run_1/layer_met1.png
Scale bar: 50 um.
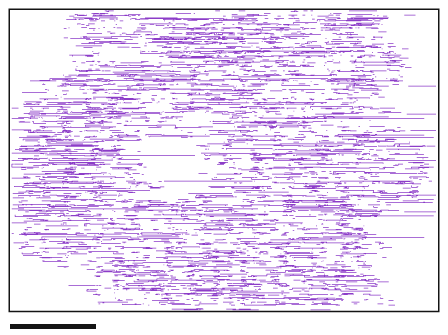
run_1/layer_met2.png
Scale bar: 50 um. Cells faint in the background.
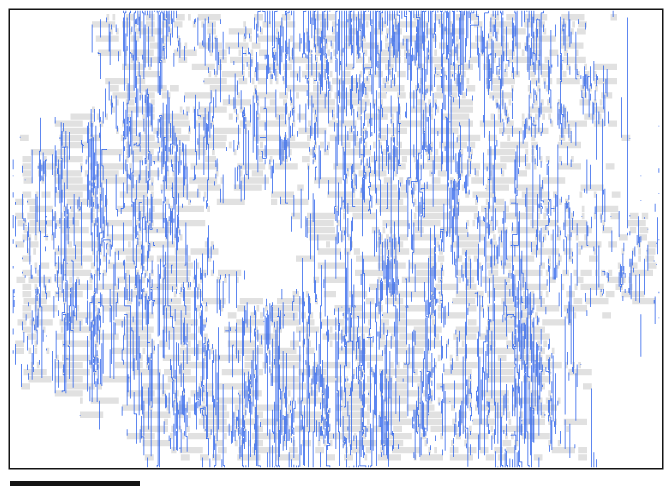
run_1/layer_met3.png
Scale bar: 50 um. Cells faint in the background.
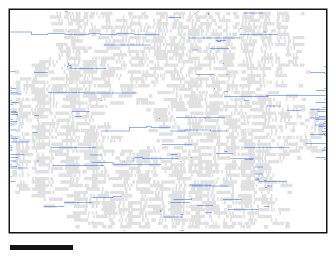
$ cat src/rtl/fp_pkg.sv
// Shared types and constants for the fp_adder issue path.
// Holds the request layout, flag bit positions and canonical NaN patterns.
package fp_pkg;

  localparam int FLAG_NV = 4;
  localparam int FLAG_DZ = 3;
  localparam int FLAG_OF = 2;
  localparam int FLAG_UF = 1;
  localparam int FLAG_NX = 0;

  localparam logic [31:0] QNAN_SP = 32'h7FC0_0000;
  localparam logic [15:0] QNAN_HP = 16'h7E00;

  localparam logic MODE_SINGLE = 1'b1;
  localparam logic MODE_HALF   = 1'b0;

  localparam int REQ_W = 67;

  typedef struct packed {
    logic [31:0] a;
    logic [31:0] b;
    logic        sub;
    logic        mode_fp;
    logic        round_mode;
  } fp_req_t;

  typedef enum logic [1:0] {
    ST_IDLE,
    ST_ISSUE,
    ST_WAIT,
    ST_RESP
  } seq_state_t;

  // Half-precision operands live in [15:0]; anything above is zeroed.
  function automatic fp_req_t mask_half(input fp_req_t r);
    fp_req_t m;
    m = r;
    if (r.mode_fp == MODE_HALF) begin
      m.a[31:16] = 16'h0000;
      m.b[31:16] = 16'h0000;
    end
    return m;
  endfunction

endpackage

$ cat src/rtl/fp_req_fifo.sv
// Request queue in front of the adder: DEPTH-entry synchronous FIFO with occupancy count.
// Pushes into a full queue and pops from an empty queue are dropped.
module fp_req_fifo
  import fp_pkg::*;
#(
  parameter int DEPTH = 4,
  parameter int WIDTH = REQ_W
) (
  input  logic                     clk,
  input  logic                     rst,
  input  logic                     i_push,
  input  logic [WIDTH-1:0]         i_wdata,
  input  logic                     i_pop,
  output logic [WIDTH-1:0]         o_rdata,
  output logic [$clog2(DEPTH):0]   o_count
);

  localparam int AW = $clog2(DEPTH);
  localparam logic [AW:0] CNT_FULL = (AW+1)'(DEPTH);

  logic [WIDTH-1:0] r_mem [DEPTH];
  logic [AW-1:0]    r_wr_ptr;
  logic [AW-1:0]    r_rd_ptr;
  logic [AW:0]      r_count;
  logic             w_push;
  logic             w_pop;

  assign w_push  = i_push && (r_count != CNT_FULL);
  assign w_pop   = i_pop && (r_count != '0);
  assign o_rdata = r_mem[r_rd_ptr];
  assign o_count = r_count;

  always_ff @(posedge clk) begin
    if (w_push) begin
      r_mem[r_wr_ptr] <= i_wdata;
    end
  end

  // Pointers wrap naturally because DEPTH is a power of two.
  always_ff @(posedge clk or posedge rst) begin
    if (rst) begin
      r_wr_ptr <= '0;
      r_rd_ptr <= '0;
      r_count  <= '0;
    end else begin
      if (w_push) begin
        r_wr_ptr <= r_wr_ptr + 1'b1;
      end
      if (w_pop) begin
        r_rd_ptr <= r_rd_ptr + 1'b1;
      end
      case ({w_push, w_pop})
        2'b10:   r_count <= r_count + 1'b1;
        2'b01:   r_count <= r_count - 1'b1;
        default: r_count <= r_count;
      endcase
    end
  end

endmodule

$ cat src/rtl/fp_add_sequencer.sv
// Issue stage for fp_adder: queues add/sub requests, runs one at a time through the
// adder handshake, returns results on a valid/ready port and keeps sticky flags plus a watchdog.
module fp_add_sequencer
  import fp_pkg::*;
#(
  parameter int DEPTH   = 4,
  parameter int TIMEOUT = 64
) (
  input  logic                     clk,
  input  logic                     rst,
  input  logic                     req_valid,
  output logic                     req_ready,
  input  logic [31:0]              req_a,
  input  logic [31:0]              req_b,
  input  logic                     req_sub,
  input  logic                     req_mode_fp,
  input  logic                     req_round_mode,
  output logic                     rsp_valid,
  input  logic                     rsp_ready,
  output logic [31:0]              rsp_result,
  output logic [4:0]               rsp_flags,
  output logic [4:0]               sticky_flags,
  input  logic                     flags_clr,
  output logic                     timeout_err,
  output logic [$clog2(DEPTH):0]   req_count,
  output logic                     fpa_start,
  output logic                     fpa_sub,
  output logic                     fpa_mode_fp,
  output logic                     fpa_round_mode,
  output logic [31:0]              fpa_op_a,
  output logic [31:0]              fpa_op_b,
  output logic                     fpa_ready_in,
  input  logic                     fpa_valid_out,
  input  logic                     fpa_ready_out,
  input  logic [31:0]              fpa_result,
  input  logic [4:0]               fpa_flags
);

  localparam int CW  = $clog2(DEPTH) + 1;
  localparam int WDW = $clog2(TIMEOUT + 1);
  localparam logic [CW-1:0]  CNT_FULL = CW'(DEPTH);
  localparam logic [WDW-1:0] WD_LAST  = WDW'(TIMEOUT - 1);
  localparam logic [4:0]     NV_ONLY  = 5'(1 << FLAG_NV);

  seq_state_t       r_state;
  seq_state_t       w_next_state;
  fp_req_t          w_req_in;
  fp_req_t          w_head;
  fp_req_t          r_req;
  logic [REQ_W-1:0] w_head_bits;
  logic [CW-1:0]    w_count;
  logic             w_push;
  logic             w_pop;
  logic             w_timeout_hit;
  logic             w_handshake;
  logic [WDW-1:0]   r_wd;
  logic [31:0]      r_rsp_result;
  logic [4:0]       r_rsp_flags;
  logic [4:0]       r_sticky;
  logic             r_timeout;

  assign w_req_in  = {req_a, req_b, req_sub, req_mode_fp, req_round_mode};
  assign w_head    = w_head_bits;
  assign req_ready = !rst && (w_count != CNT_FULL);
  assign w_push    = req_valid && req_ready;
  assign w_pop     = (r_state == ST_IDLE) && (w_count != '0) && fpa_ready_out;

  fp_req_fifo #(
    .DEPTH (DEPTH),
    .WIDTH (REQ_W)
  ) u_fifo (
    .clk     (clk),
    .rst     (rst),
    .i_push  (w_push),
    .i_wdata (w_req_in),
    .i_pop   (w_pop),
    .o_rdata (w_head_bits),
    .o_count (w_count)
  );

  always_ff @(posedge clk or posedge rst) begin
    if (rst) begin
      r_state <= ST_IDLE;
    end else begin
      r_state <= w_next_state;
    end
  end

  // A valid_out in the same cycle as the last watchdog tick wins over the timeout.
  always_comb begin
    w_next_state  = r_state;
    w_timeout_hit = 1'b0;
    w_handshake   = 1'b0;
    fpa_start     = 1'b0;
    rsp_valid     = 1'b0;
    case (r_state)
      ST_IDLE: begin
        if (w_pop) begin
          w_next_state = ST_ISSUE;
        end
      end
      ST_ISSUE: begin
        fpa_start    = 1'b1;
        w_next_state = ST_WAIT;
      end
      ST_WAIT: begin
        if (fpa_valid_out) begin
          w_next_state = ST_RESP;
        end else if (r_wd == WD_LAST) begin
          w_timeout_hit = 1'b1;
          w_next_state  = ST_RESP;
        end
      end
      ST_RESP: begin
        rsp_valid = 1'b1;
        if (rsp_ready) begin
          w_handshake  = 1'b1;
          w_next_state = ST_IDLE;
        end
      end
      default: w_next_state = ST_IDLE;
    endcase
  end

  always_ff @(posedge clk or posedge rst) begin
    if (rst) begin
      r_req        <= '0;
      r_wd         <= '0;
      r_rsp_result <= '0;
      r_rsp_flags  <= '0;
      r_sticky     <= '0;
      r_timeout    <= 1'b0;
    end else begin
      if (w_pop) begin
        r_req <= mask_half(w_head);
      end

      if (r_state == ST_ISSUE) begin
        r_wd <= '0;
      end else if (r_state == ST_WAIT) begin
        r_wd <= r_wd + 1'b1;
      end

      if ((r_state == ST_WAIT) && fpa_valid_out) begin
        r_rsp_result <= (r_req.mode_fp == MODE_SINGLE) ? fpa_result
                                                        : {16'h0000, fpa_result[15:0]};
        r_rsp_flags  <= fpa_flags;
      end else if (w_timeout_hit) begin
        r_rsp_result <= (r_req.mode_fp == MODE_SINGLE) ? QNAN_SP : {16'h0000, QNAN_HP};
        r_rsp_flags  <= NV_ONLY;
      end

      // A clear coinciding with a delivery leaves exactly the delivered flags.
      if (w_handshake) begin
        r_sticky <= (flags_clr ? 5'b00000 : r_sticky) | r_rsp_flags;
      end else if (flags_clr) begin
        r_sticky <= '0;
      end

      if (w_timeout_hit) begin
        r_timeout <= 1'b1;
      end else if (flags_clr) begin
        r_timeout <= 1'b0;
      end
    end
  end

  assign rsp_result     = r_rsp_result;
  assign rsp_flags      = r_rsp_flags;
  assign sticky_flags   = r_sticky;
  assign timeout_err    = r_timeout;
  assign req_count      = w_count;
  assign fpa_op_a       = r_req.a;
  assign fpa_op_b       = r_req.b;
  assign fpa_sub        = r_req.sub;
  assign fpa_mode_fp    = r_req.mode_fp;
  assign fpa_round_mode = r_req.round_mode;
  assign fpa_ready_in   = !rst;

endmodule
$ cat config.mk
export PLATFORM = sky130hd
export DESIGN_NAME = fp_add_sequencer
export DESIGN_NICKNAME = d
export VERILOG_FILES = /design/src/rtl/fp_pkg.sv /design/src/rtl/fp_req_fifo.sv /design/src/rtl/fp_add_sequencer.sv
export SDC_FILE = /design/constraint.sdc
export NUM_CORES = 1
export LEC_CHECK = 0
export ABC_AREA = 1
export ABC_CLOCK_PERIOD_IN_PS = 7030
export CELL_PAD_IN_SITES_DETAIL_PLACEMENT = 1
export CELL_PAD_IN_SITES_GLOBAL_PLACEMENT = 2
export CORE_ASPECT_RATIO = 0.7
export CORE_UTILIZATION = 36
export CTS_CLUSTER_SIZE = 25
export DETAILED_ROUTE_END_ITERATION = 8
export PLACE_DENSITY = 0.9
export SYNTH_ARGS = -nofsm -noshare
export SYNTH_HDL_FRONTEND = slang
export SYNTH_SLANG_ARGS = --single-unit
$ cat constraint.sdc
create_clock -name clk -period 7.03 [get_ports clk]
set_input_delay 2.109 -clock clk [delete_from_list [all_inputs] [get_ports clk]]
set_output_delay 2.109 -clock clk [all_outputs]
set_load 0.1 [all_outputs]
==> impl_metrics.env, run 1 <==
# flow metrics
export IMPL_slowest_stage="clkdlybuf4s50_1"
export IMPL_wl_per_cell_um=19.4
export IMPL_final_antenna_net_count=0
export IMPL_chip_area_mm2=0.0438
export IMPL_setup_violations_final=0
export IMPL_rsz0062_at_grt="false"
export IMPL_yosysMostFrequentCell="nand2_1"
export IMPL_grt_overflow_total=0
export IMPL_aoi_share=0.0769
export IMPL_syn_nets=1432
export IMPL_grt_pass1_vias=11200
export IMPL_clk_pin_slew_ps=60
export IMPL_numSynthFlops=394
export IMPL_final_area_mm2=0.0195
export IMPL_path_class="primary input to output port"
export IMPL_drv_cap=0
export IMPL_path_cells="clkdlybuf4s50_1 -> a21oi_1 -> buf_4"
export IMPL_syn_inst=1309
export IMPL_cts_made_buffers=40
export IMPL_ys_cells=1309
export IMPL_first_pass_iters=4
export IMPL_insertion_delay_ps=540
export IMPL_edf_count=268
export IMPL_synthToLayoutAreaGrowth_pct=26.2
export IMPL_holdPathStages=2
export IMPL_met2_wirelength_um=20400
export IMPL_fin_skew_ps=13.9
export IMPL_cts_buffer_depth=3
export IMPL_hp_start="rsp_result[5]$_DFFE_PP0P_"
export IMPL_yosys_most_used_dff="edfxtp_1"
export IMPL_gp_congestion=0.762
export IMPL_synthTopCellsByCount="nand2_1, edfxtp_1, nor2_1"
export IMPL_syn_area_mm2=0.0155
export IMPL_drive_above_1_share=0.0767
export IMPL_cts_tree="done"
export IMPL_synth_async_reset_ratio=0.320
export IMPL_yosys_warnings=0
export IMPL_syn_area_per_cell_um2=11.8
export IMPL_largest_register_ff_count=268
export IMPL_startpoint_type="primary input"
export IMPL_cp_endpoint="req_ready"
export IMPL_utilization=0.462
export IMPL_fmax_mhz=192
export IMPL_grt_total_usage=0.188
export IMPL_row_count=63
export IMPL_io_buffer_count=227
export IMPL_worst_slew_pin_slew_ps=1090
export IMPL_holdBufCountCts=0
export IMPL_hold_end="rsp_result[5]$_DFFE_PP0P_"
export IMPL_crit_arrival_ps=3110
export IMPL_top_layer_used="met5"
export IMPL_vias=10400
export IMPL_postCtsSetupBuffers=0
export IMPL_top_cells_by_area="edfxtp_1, dfrtp_1, nand2_1"
export IMPL_placed_area_mm2=0.0182
export IMPL_crit_required_ps=4920
export IMPL_layout_nets=1644
export IMPL_ys_top_logic_family="simple AND/OR/NAND/NOR gates"
export IMPL_mux_area_frac=0
export IMPL_crit_buf_inv=2
export IMPL_critPathCaptureType="output port"
export IMPL_grt_max_degree=127
export IMPL_critical_path_max_fanout=2
export IMPL_regMostFlops="u_fifo.r_mem"
export IMPL_clock_sinks=394
export IMPL_report_final_slew_viol_count=0
export IMPL_hpwlAfterDp_um=24900
export IMPL_path_depth=3
export IMPL_met3_length_um=1530
export IMPL_r2r_cells=8
export IMPL_post_route_min_period_ps=5220
export IMPL_antenna_found_initial=2
export IMPL_reg2reg_to="fpa_op_b[28]$_DFFE_PP0P_"
export IMPL_cp_top_family="buffers and inverters"
export IMPL_yosys_area_mm2=0.0155
export IMPL_drt_initial_drc_count=625
export IMPL_relSlewSlack=0.269
export IMPL_die_width_um=250
export IMPL_m1WireLength_um=18200
export IMPL_cts_resized=0
export IMPL_slowest_delay_ps=460
export IMPL_synth_cell_types=31
export IMPL_io_pins=228
export IMPL_synth_seq_share=0.724
export IMPL_crit_path_start="rst"
export IMPL_reg2reg_slack_ps=4240
export IMPL_htreeDepth=2
export IMPL_xor_share=0.00283
export IMPL_synth_largest_area_cell="edfxtp_1"
export IMPL_route_detailed_drc=0
export IMPL_period_used=0.742
export IMPL_routed_wl_um=40800
export IMPL_fillers=4397
export IMPL_hold_path_class="register to register"
export IMPL_warnings=36
export IMPL_vias_per_cell=4.92
export IMPL_core_area_mm2=0.0423
export IMPL_grt_pass1_wl_um=64100
export IMPL_final_hold_violation_count=0
export IMPL_die_h_um=176
export IMPL_cts_root_buf="clkbuf_16"
export IMPL_adder_share=0.0102
export IMPL_status="finished, final reports clean"
export IMPL_synth_top_area_share=0.520
export IMPL_yosys_area_share_simple=0.145
Notes on layer_met1.png above:
nets with wire on the layer: 1527
main direction: horizontal

Notes on layer_met2.png above:
main direction: vertical
nets with wire on the layer: 1386
share of all routed wire: 50%

Notes on layer_met3.png above:
share of all routed wire: 3.8%
nets with wire on the layer: 99
wire length on this layer: 1530 um
main direction: horizontal
longest straight run: 46.6 um

## run 1: cells in the final DEF (no fill, tap or decap), types with 2 or more instances in the layout
cell type	Yosys	layout
inv_1	62	60
o211ai_2	8	8
xor2_1	3	3
edfxtp_1	268	268
nor2_4	0	4
o22ai_1	38	38
a21oi_1	5	5
o21ai_1	70	70
buf_4	5	9
clkbuf_8	0	6
clkbuf_16	0	41
nor2_2	18	18
nor2_1	152	148
clkbuf_1	23	11
ha_1	11	11
nand4_1	2	2
clkinv_1	0	2
nand3_1	51	51
clkinv_2	0	6
bufinv_16	0	3
nand2_1	332	331
inv_2	6	6
o211ai_1	30	30
buf_12	0	4
nand2_2	3	3
xnor2_1	2	2
clkdlybuf4s50_1	0	225
dfrtp_1	126	124
clkinvlp_4	0	5
o21ai_0	47	47
dfrtp_4	0	2
## run 1: routing by layer
layer  global-route usage  vias up
li1                     -     4889
met1                0.244     5219
met2                0.328      194
met3               0.0305       53
met4               0.0481        2
met5                    0        -
## run 1: area by class of cell
class | instances | area (um^2) | share of cell area
Sequential cell | 394 | 11200 | 0.574
Clock buffer | 58 | 1150 | 0.0588
Tap cell | 552 | 691 | 0.0353
Antenna cell | 1 | 2.50 | 0.000128
Multi-Input combinational cell | 778 | 3670 | 0.188
Clock inverter | 14 | 153 | 0.00781
Inverter | 69 | 269 | 0.0138
Timing Repair Buffer | 238 | 2400 | 0.123
## run 1: stage by stage
step / hold WS [ps] / setup WS [ps] / TNS, ps / instances
after global placement: 454 / 1820 / 0 / 2031
final: 469 / 1810 / 0 / 2104
after detailed placement: 457 / 1800 / 0 / 2031
after global routing: 492 / 1750 / 0 / 2104
after CTS: 473 / 1800 / 0 / 2103
after floorplan: 455 / -533 / -142860 / 1309
run_1/congestion.png
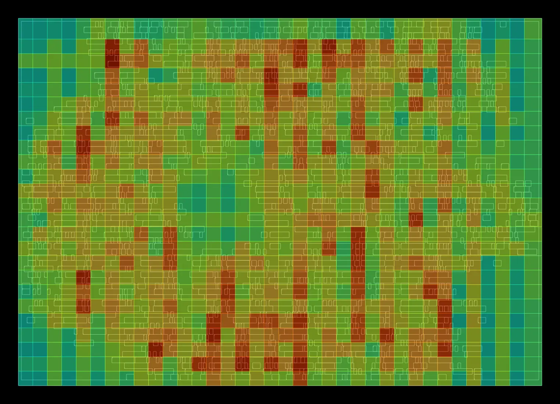

==> run 2: changes to the inputs <==
--- a/config.mk
+++ b/config.mk
@@ -6,7 +6,7 @@
 export NUM_CORES = 1
 export LEC_CHECK = 0
 export ABC_AREA = 1
-export ABC_CLOCK_PERIOD_IN_PS = 7030
+export ABC_CLOCK_PERIOD_IN_PS = 5150
 export CELL_PAD_IN_SITES_DETAIL_PLACEMENT = 1
 export CELL_PAD_IN_SITES_GLOBAL_PLACEMENT = 2
 export CORE_ASPECT_RATIO = 0.7
==> constraint.sdc (replaced) <==
create_clock -name clk -period 5.15 [get_ports clk]
set_input_delay 1.545 -clock clk [delete_from_list [all_inputs] [get_ports clk]]
set_output_delay 1.545 -clock clk [all_outputs]
set_load 0.1 [all_outputs]
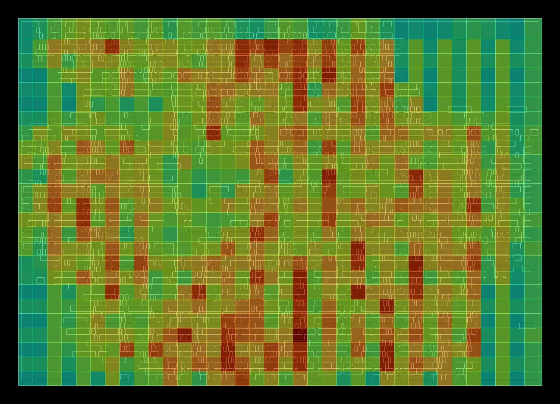
run_2/congestion.png
routed length per instance: 19.1 um
global routing met2 resource utilization: 0.324
met1 usage: 0.233
final core area utilization: 0.461
GR Util All Layers: 0.186

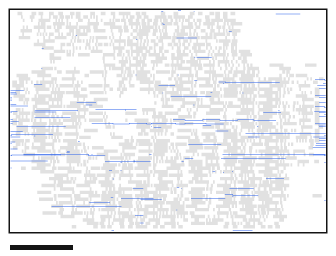
run_2/layer_met3.png
Scale bar: 50 um. Cells faint in the background.
Vias: 10400
global-route track usage on met3: 0.0335
Post-Route WL: 40500 um

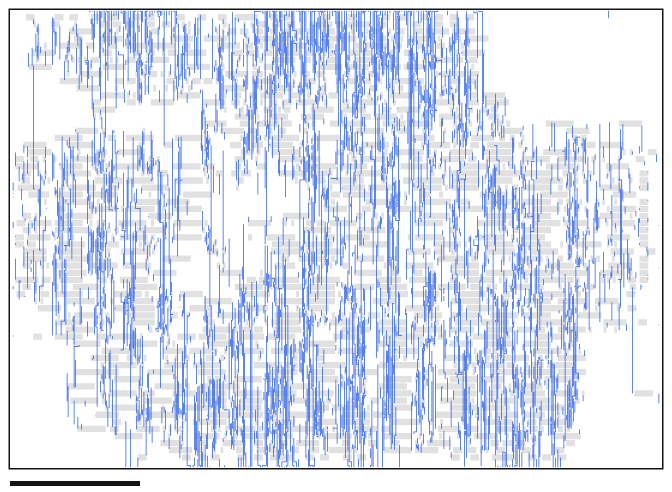
run_2/layer_met2.png
Scale bar: 50 um. Cells faint in the background.

==> impl_metrics.env, run 2 <==
# flow metrics
export IMPL_cts_resized=0
export IMPL_synth_seq_share=0.724
export IMPL_mux_area_frac=0
export IMPL_rsz0062_at_grt="false"
export IMPL_ys_top_logic_family="simple AND/OR/NAND/NOR gates"
export IMPL_crit_buf_inv=3
export IMPL_row_count=63
export IMPL_reg2reg_to="fpa_op_b[30]$_DFFE_PP0P_"
export IMPL_crit_arrival_ps=2670
export IMPL_top_cells_by_area="edfxtp_1, dfrtp_1, nand2_1"
export IMPL_crit_required_ps=3610
export IMPL_drv_cap=0
export IMPL_lay_top_count="nand2_1"
export IMPL_syn_inst=1309
export IMPL_fillers=4458
export IMPL_path_class="primary input to output port"
export IMPL_path_cells="clkdlybuf4s50_1 -> clkinvlp_4 -> buf_12"
export IMPL_io_buffer_count=227
export IMPL_htreeDepth=2
export IMPL_route_detailed_drc=0
export IMPL_core_area_mm2=0.0423
export IMPL_ys_cells=1309
export IMPL_synthToLayoutAreaGrowth_pct=26.0
export IMPL_slowest_stage="clkdlybuf4s50_1"
export IMPL_layout_nets=1651
export IMPL_period_used=0.819
export IMPL_cts_root_buf="clkbuf_16"
export IMPL_hold_end="rsp_result[17]$_DFFE_PP0P_"
export IMPL_reg2reg_slack_ps=2610
export IMPL_edf_count=268
export IMPL_setup_violations_final=0
export IMPL_flop_area_mm2=0.0112
export IMPL_clock_sinks=394
export IMPL_initial_core_util=0.366
export IMPL_yosysMostFrequentCell="nand2_1"
export IMPL_insertion_delay_ps=540
export IMPL_clk_pin_slew_ps=60
export IMPL_worst_slew_pin_slew_ps=1050
export IMPL_fmax_mhz=237
export IMPL_cp_top_family="buffers and inverters"
export IMPL_grt_max_degree=70
export IMPL_chip_area_mm2=0.0438
export IMPL_slowest_delay_ps=570
export IMPL_final_antenna_net_count=0
export IMPL_grt_pass1_vias=11200
export IMPL_io_pins=228
export IMPL_synth_cell_types=31
export IMPL_critical_path_max_fanout=3
export IMPL_grt_overflow_total=0
export IMPL_comb_area_mm2=0.00367
export IMPL_yosys_area_share_simple=0.145
export IMPL_regMostFlops="u_fifo.r_mem"
export IMPL_syn_nets=1432
export IMPL_final_cell_mix="nand2_1, edfxtp_1, clkdlybuf4s50_1"
export IMPL_yosys_most_used_dff="edfxtp_1"
export IMPL_status="finished, final reports clean"
export IMPL_synth_largest_area_cell="edfxtp_1"
export IMPL_drt_initial_drc_count=524
export IMPL_die_width_um=250
export IMPL_startpoint_type="primary input"
export IMPL_fin_skew_ps=12.1
export IMPL_cts_made_buffers=41
export IMPL_gp_congestion=0.779
export IMPL_cts_buffer_depth=3
export IMPL_vias_per_cell=4.93
export IMPL_drive_above_1_share=0.0783
export IMPL_largest_register_ff_count=268
export IMPL_syn_area_per_cell_um2=11.8
export IMPL_relSlewSlack=0.295
export IMPL_synth_async_reset_ratio=0.320
export IMPL_report_final_slew_viol_count=0
export IMPL_warnings=34
export IMPL_holdPathStages=2
export IMPL_hp_start="rsp_result[17]$_DFFE_PP0P_"
export IMPL_cts_tree="done"
export IMPL_final_hold_violation_count=0
export IMPL_post_route_min_period_ps=4220
export IMPL_yosys_warnings=0
export IMPL_hpwlAfterDp_um=24900
export IMPL_numSynthFlops=394
export IMPL_critPathCaptureType="output port"
export IMPL_postCtsSetupBuffers=0
export IMPL_die_h_um=176
export IMPL_holdBufCountCts=0
export IMPL_synthTopCellsByCount="nand2_1, edfxtp_1, nor2_1"
export IMPL_xor_share=0.00283
export IMPL_aoi_share=0.0769
export IMPL_path_depth=3
export IMPL_grt_pass1_wl_um=63400
export IMPL_first_pass_iters=4
export IMPL_yosys_area_mm2=0.0155
export IMPL_hold_path_class="register to register"
export IMPL_adder_share=0.0102
export IMPL_r2r_start="u_fifo.r_rd_ptr[0]$_DFFE_PP0P_"
export IMPL_r2r_cells=8
export IMPL_synth_top_area_share=0.520
export IMPL_syn_area_mm2=0.0155
export IMPL_antenna_found_initial=4
[run 2: cell counts after synthesis]
No cell type changed its count.
[run 2: metrics by stage]
stage / hold slack [ps] / area (um^2) / setup WS [ps] / TNS [ps] / cells
after floorplan: 455 / 15500 / -33.0 / -6630 / 1309
after detailed placement: 458 / 18300 / 921 / 0 / 2037
after global placement: 455 / 18300 / 938 / 0 / 2037
final: 467 / 19500 / 932 / 0 / 2113
after global routing: 491 / 19500 / 936 / 0 / 2112
after CTS: 472 / 19500 / 919 / 0 / 2110
[run 2: cell type report]
cell class,instances,share of cell area
Sequential cell,394,0.575
Multi-Input combinational cell,778,0.188
Antenna cell,3,0.000385
Clock buffer,61,0.0590
Clock inverter,12,0.00302
Tap cell,552,0.0354
Inverter,69,0.0137
Timing Repair Buffer,244,0.125
[run 2: how the worst max path moves through the flow]
stage | end | startpoint | slack (ps)
floorplan | u_fifo.r_mem[3][0]$_DFFE_PP_ | rst | -30
global placement | fpa_ready_in | rst | 940
detailed placement | fpa_ready_in | rst | 920
CTS | fpa_ready_in | rst | 920
global route | fpa_ready_in | rst | 940
finish | fpa_ready_in | rst | 930
[run 2: routing by layer]
layer / vias to the layer above / wire length (um) / global-route usage
met5: - / 13 / 0
met4: 2 / 930 / 0.0648
met3: 65 / 1480 / 0.0335
met2: 162 / 20100 / 0.324
met1: 5289 / 17900 / 0.233
li1: 4899 / - / -
[run 2: worst register-to-register path, delay by kind of cell, from the launching register on]
kind	cells	cell delay [ps]
buffers and inverters	2	1230
flip-flops	1	700
AND/OR/NAND/NOR	5	470
AND-OR/OR-AND	1	90
run_2/layer_met1.png
Scale bar: 50 um.
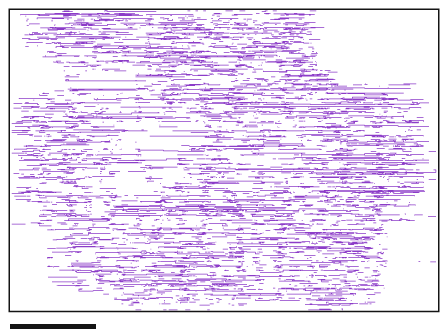

==> run 3: changes to the inputs <==
--- a/config.mk
+++ b/config.mk
@@ -6,14 +6,14 @@
 export NUM_CORES = 1
 export LEC_CHECK = 0
 export ABC_AREA = 1
-export ABC_CLOCK_PERIOD_IN_PS = 5150
+export ABC_CLOCK_PERIOD_IN_PS = 3800
 export CELL_PAD_IN_SITES_DETAIL_PLACEMENT = 1
 export CELL_PAD_IN_SITES_GLOBAL_PLACEMENT = 2
 export CORE_ASPECT_RATIO = 0.7
-export CORE_UTILIZATION = 36
+export CORE_UTILIZATION = 33
 export CTS_CLUSTER_SIZE = 25
 export DETAILED_ROUTE_END_ITERATION = 8
-export PLACE_DENSITY = 0.9
+export PLACE_DENSITY = 0.88
 export SYNTH_ARGS = -nofsm -noshare
 export SYNTH_HDL_FRONTEND = slang
 export SYNTH_SLANG_ARGS = --single-unit
==> constraint.sdc (replaced) <==
create_clock -name clk -period 3.8 [get_ports clk]
set_input_delay 1.14 -clock clk [delete_from_list [all_inputs] [get_ports clk]]
set_output_delay 1.14 -clock clk [all_outputs]
set_load 0.1 [all_outputs]
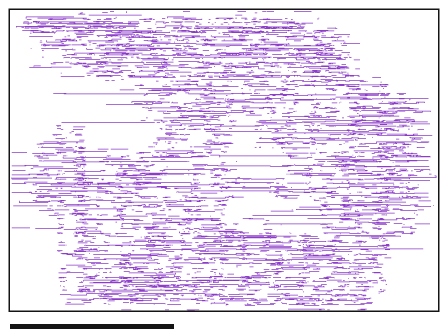
run_3/layer_met1.png
Scale bar: 100 um.
share of all routed wire: 44%
wire length on this layer: 18400 um

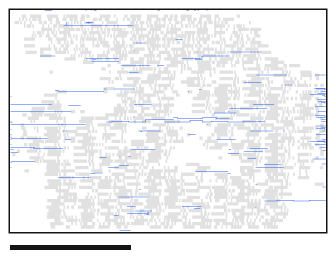
run_3/layer_met3.png
Scale bar: 100 um. Cells faint in the background.
main direction: horizontal
share of all routed wire: 3.7%

==> impl_metrics.env, run 3 <==
# flow metrics
export IMPL_use_met3=0.0319
export IMPL_final_setup_tns_ps=0
export IMPL_synth_largest_area_cell="edfxtp_1"
export IMPL_grt_max_degree=110
export IMPL_vias_per_cell=4.79
export IMPL_synthToLayoutAreaGrowth_pct=25.8
export IMPL_cts_buffer_depth=3
export IMPL_synth_seq_share=0.724
export IMPL_htreeDepth=2
export IMPL_cp_endpoint="fpa_ready_in"
export IMPL_drt_initial_drc_count=500
export IMPL_die_width_um=261
export IMPL_path_class="primary input to output port"
export IMPL_yosysMostFrequentCell="nand2_1"
export IMPL_yosys_warnings=0
export IMPL_die_h_um=183
export IMPL_fmax_mhz=288
export IMPL_worst_slew_pin_slew_ps=908
export IMPL_route_detailed_drc=12
export IMPL_status="finished with violations"
export IMPL_grt_pass1_vias=11200
export IMPL_placed_area_mm2=0.0181
export IMPL_dp_cells=2091
export IMPL_clk_pin_slew_ps=60
export IMPL_drv_cap=0
export IMPL_cts_made_buffers=42
export IMPL_initial_core_util=0.339
export IMPL_grt_total_usage=0.177
export IMPL_synth_async_reset_ratio=0.320
export IMPL_cts_resized=0
export IMPL_met1_usage=0.228
export IMPL_period_used=0.915
export IMPL_syn_area_mm2=0.0155
export IMPL_utilization=0.427
export IMPL_synth_top_area_share=0.520
export IMPL_edf_count=268
export IMPL_largest_register_ff_count=268
export IMPL_regMostFlops="u_fifo.r_mem"
export IMPL_yosys_area_mm2=0.0155
export IMPL_final_area_mm2=0.0195
export IMPL_grt_pass1_wl_um=64800
export IMPL_lay_top_count="nand2_1"
export IMPL_cts_root_buf="clkbuf_16"
export IMPL_wl_per_cell_um=19.3
export IMPL_hold_path_class="register to register"
export IMPL_top_usage_layer="met2"
export IMPL_warnings=37
export IMPL_insertion_delay_ps=540
export IMPL_setup_violations_final=0
export IMPL_critical_path_max_fanout=2
export IMPL_rsz0062_at_grt="false"
export IMPL_final_hold_violation_count=0
export IMPL_cp_top_family="buffers and inverters"
export IMPL_numSynthFlops=394
export IMPL_clock_sinks=394
export IMPL_final_antenna_net_count=0
export IMPL_startpoint_type="primary input"
export IMPL_routed_wl_um=41900
export IMPL_crit_buf_inv=3
export IMPL_io_pins=228
export IMPL_synthTopCellsByCount="nand2_1, edfxtp_1, nor2_1"
export IMPL_layout_cells_non_filler=2172
export IMPL_slowest_stage="clkdlybuf4s50_1"
export IMPL_hold_slack_ps=469
export IMPL_syn_nets=1432
export IMPL_postCtsSetupBuffers=0
export IMPL_crit_required_ps=2660
export IMPL_grt_overflow_total=0
export IMPL_post_route_min_period_ps=3480
export IMPL_violations="design-rule violations"
export IMPL_fin_ws_ps=322
export IMPL_vias=10400
export IMPL_reg2reg_slack_ps=1310
export IMPL_layout_nets=1655
export IMPL_path_cells="clkdlybuf4s50_1 -> clkinvlp_4 -> buf_12"
export IMPL_slowest_delay_ps=600
export IMPL_critPathCaptureType="output port"
export IMPL_gp_congestion=0.765
export IMPL_core_area_mm2=0.0456
export IMPL_path_depth=3
export IMPL_chip_area_mm2=0.0478
export IMPL_report_final_slew_viol_count=0
export IMPL_hp_start="rsp_result[15]$_DFFE_PP0P_"
export IMPL_reg2reg_to="fpa_op_a[16]$_DFFE_PP0P_"
export IMPL_r2r_cells=7
export IMPL_r2r_start="u_fifo.r_rd_ptr[0]$_DFFE_PP0P_"
export IMPL_row_count=65
export IMPL_first_pass_iters=6
export IMPL_drive_above_1_share=0.156
export IMPL_ys_cells=1309
export IMPL_yosys_most_used_dff="edfxtp_1"
export IMPL_antenna_found_initial=6
export IMPL_crit_path_start="rst"
export IMPL_hpwlAfterDp_um=25600
export IMPL_top_cells_by_area="edfxtp_1, dfrtp_1, nand2_1"
export IMPL_io_buffer_count=227
export IMPL_final_cell_mix="nand2_1, edfxtp_1, nor2_1"
export IMPL_synth_cell_types=31
export IMPL_fin_skew_ps=13.1
export IMPL_holdBufCountCts=0
export IMPL_relSlewSlack=0.395
export IMPL_syn_area_per_cell_um2=11.8
export IMPL_grt_use_met2=0.302
export IMPL_crit_arrival_ps=2340
export IMPL_cts_tree="done"
export IMPL_syn_inst=1309
export IMPL_dp_slack_ps=299
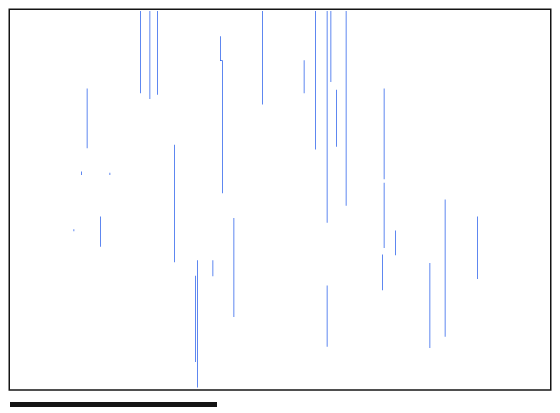
run_3/layer_met4.png
Scale bar: 100 um.
longest straight run: 102 um
share of all routed wire: 2.7%
main direction: vertical
wire length on this layer: 1110 um

## run 3: worst reg2reg max path: cells and delay by family (launching register included)
family / cells / cell delay [ps]
buffers and inverters: 2 / 1150
DFF: 1 / 640
and+or+nand+nor: 4 / 460
AOI/OAI and AO/OA: 1 / 130
## run 3: cells by family (layout without fill, tap and decap cells)
| kind of cell | count (synthesis) | in the layout | share of synthesized area |
|---|---|---|---|
| buffers and inverters | 137 | 393 | 0.0419 |
| adders and majority gates | 12 | 12 | 0.0102 |
| DFF | 394 | 394 | 0.724 |
| other | 0 | 4 | 0 |
| xor gates and xnor gates | 5 | 5 | 0.00283 |
| AOI/OAI and AO/OA | 200 | 200 | 0.0769 |
| and+or+nand+nor | 561 | 561 | 0.145 |
## run 3: layer usage
metal  vias up  wire, um
li1       4920         -
met1      5249     18400
met2       164     20800
met3        69      1530
met4         4      1110
met5         -        28
## run 3: worst min path at each step
stage / slack (ps) / cells after the start / end
floorplan: 460 / 1 / r_wd[4]$_DFFE_PP0P_
global placement: 460 / 2 / rsp_result[2]$_DFFE_PP0P_
detailed placement: 460 / 2 / rsp_result[15]$_DFFE_PP0P_
CTS: 480 / 2 / rsp_result[15]$_DFFE_PP0P_
global route: 500 / 2 / rsp_result[5]$_DFFE_PP0P_
finish: 470 / 2 / rsp_result[15]$_DFFE_PP0P_
## run 3: layout make-up
cell class                      count  area (um^2)
Antenna cell                        4         10.0
Clock buffer                       63         1200
Clock inverter                     14          130
Fill cell                        4879        26200
Inverter                           69          269
Multi-Input combinational cell    778         3680
Sequential cell                   394        11200
Tap cell                          603          754
Timing Repair Buffer              247         2220
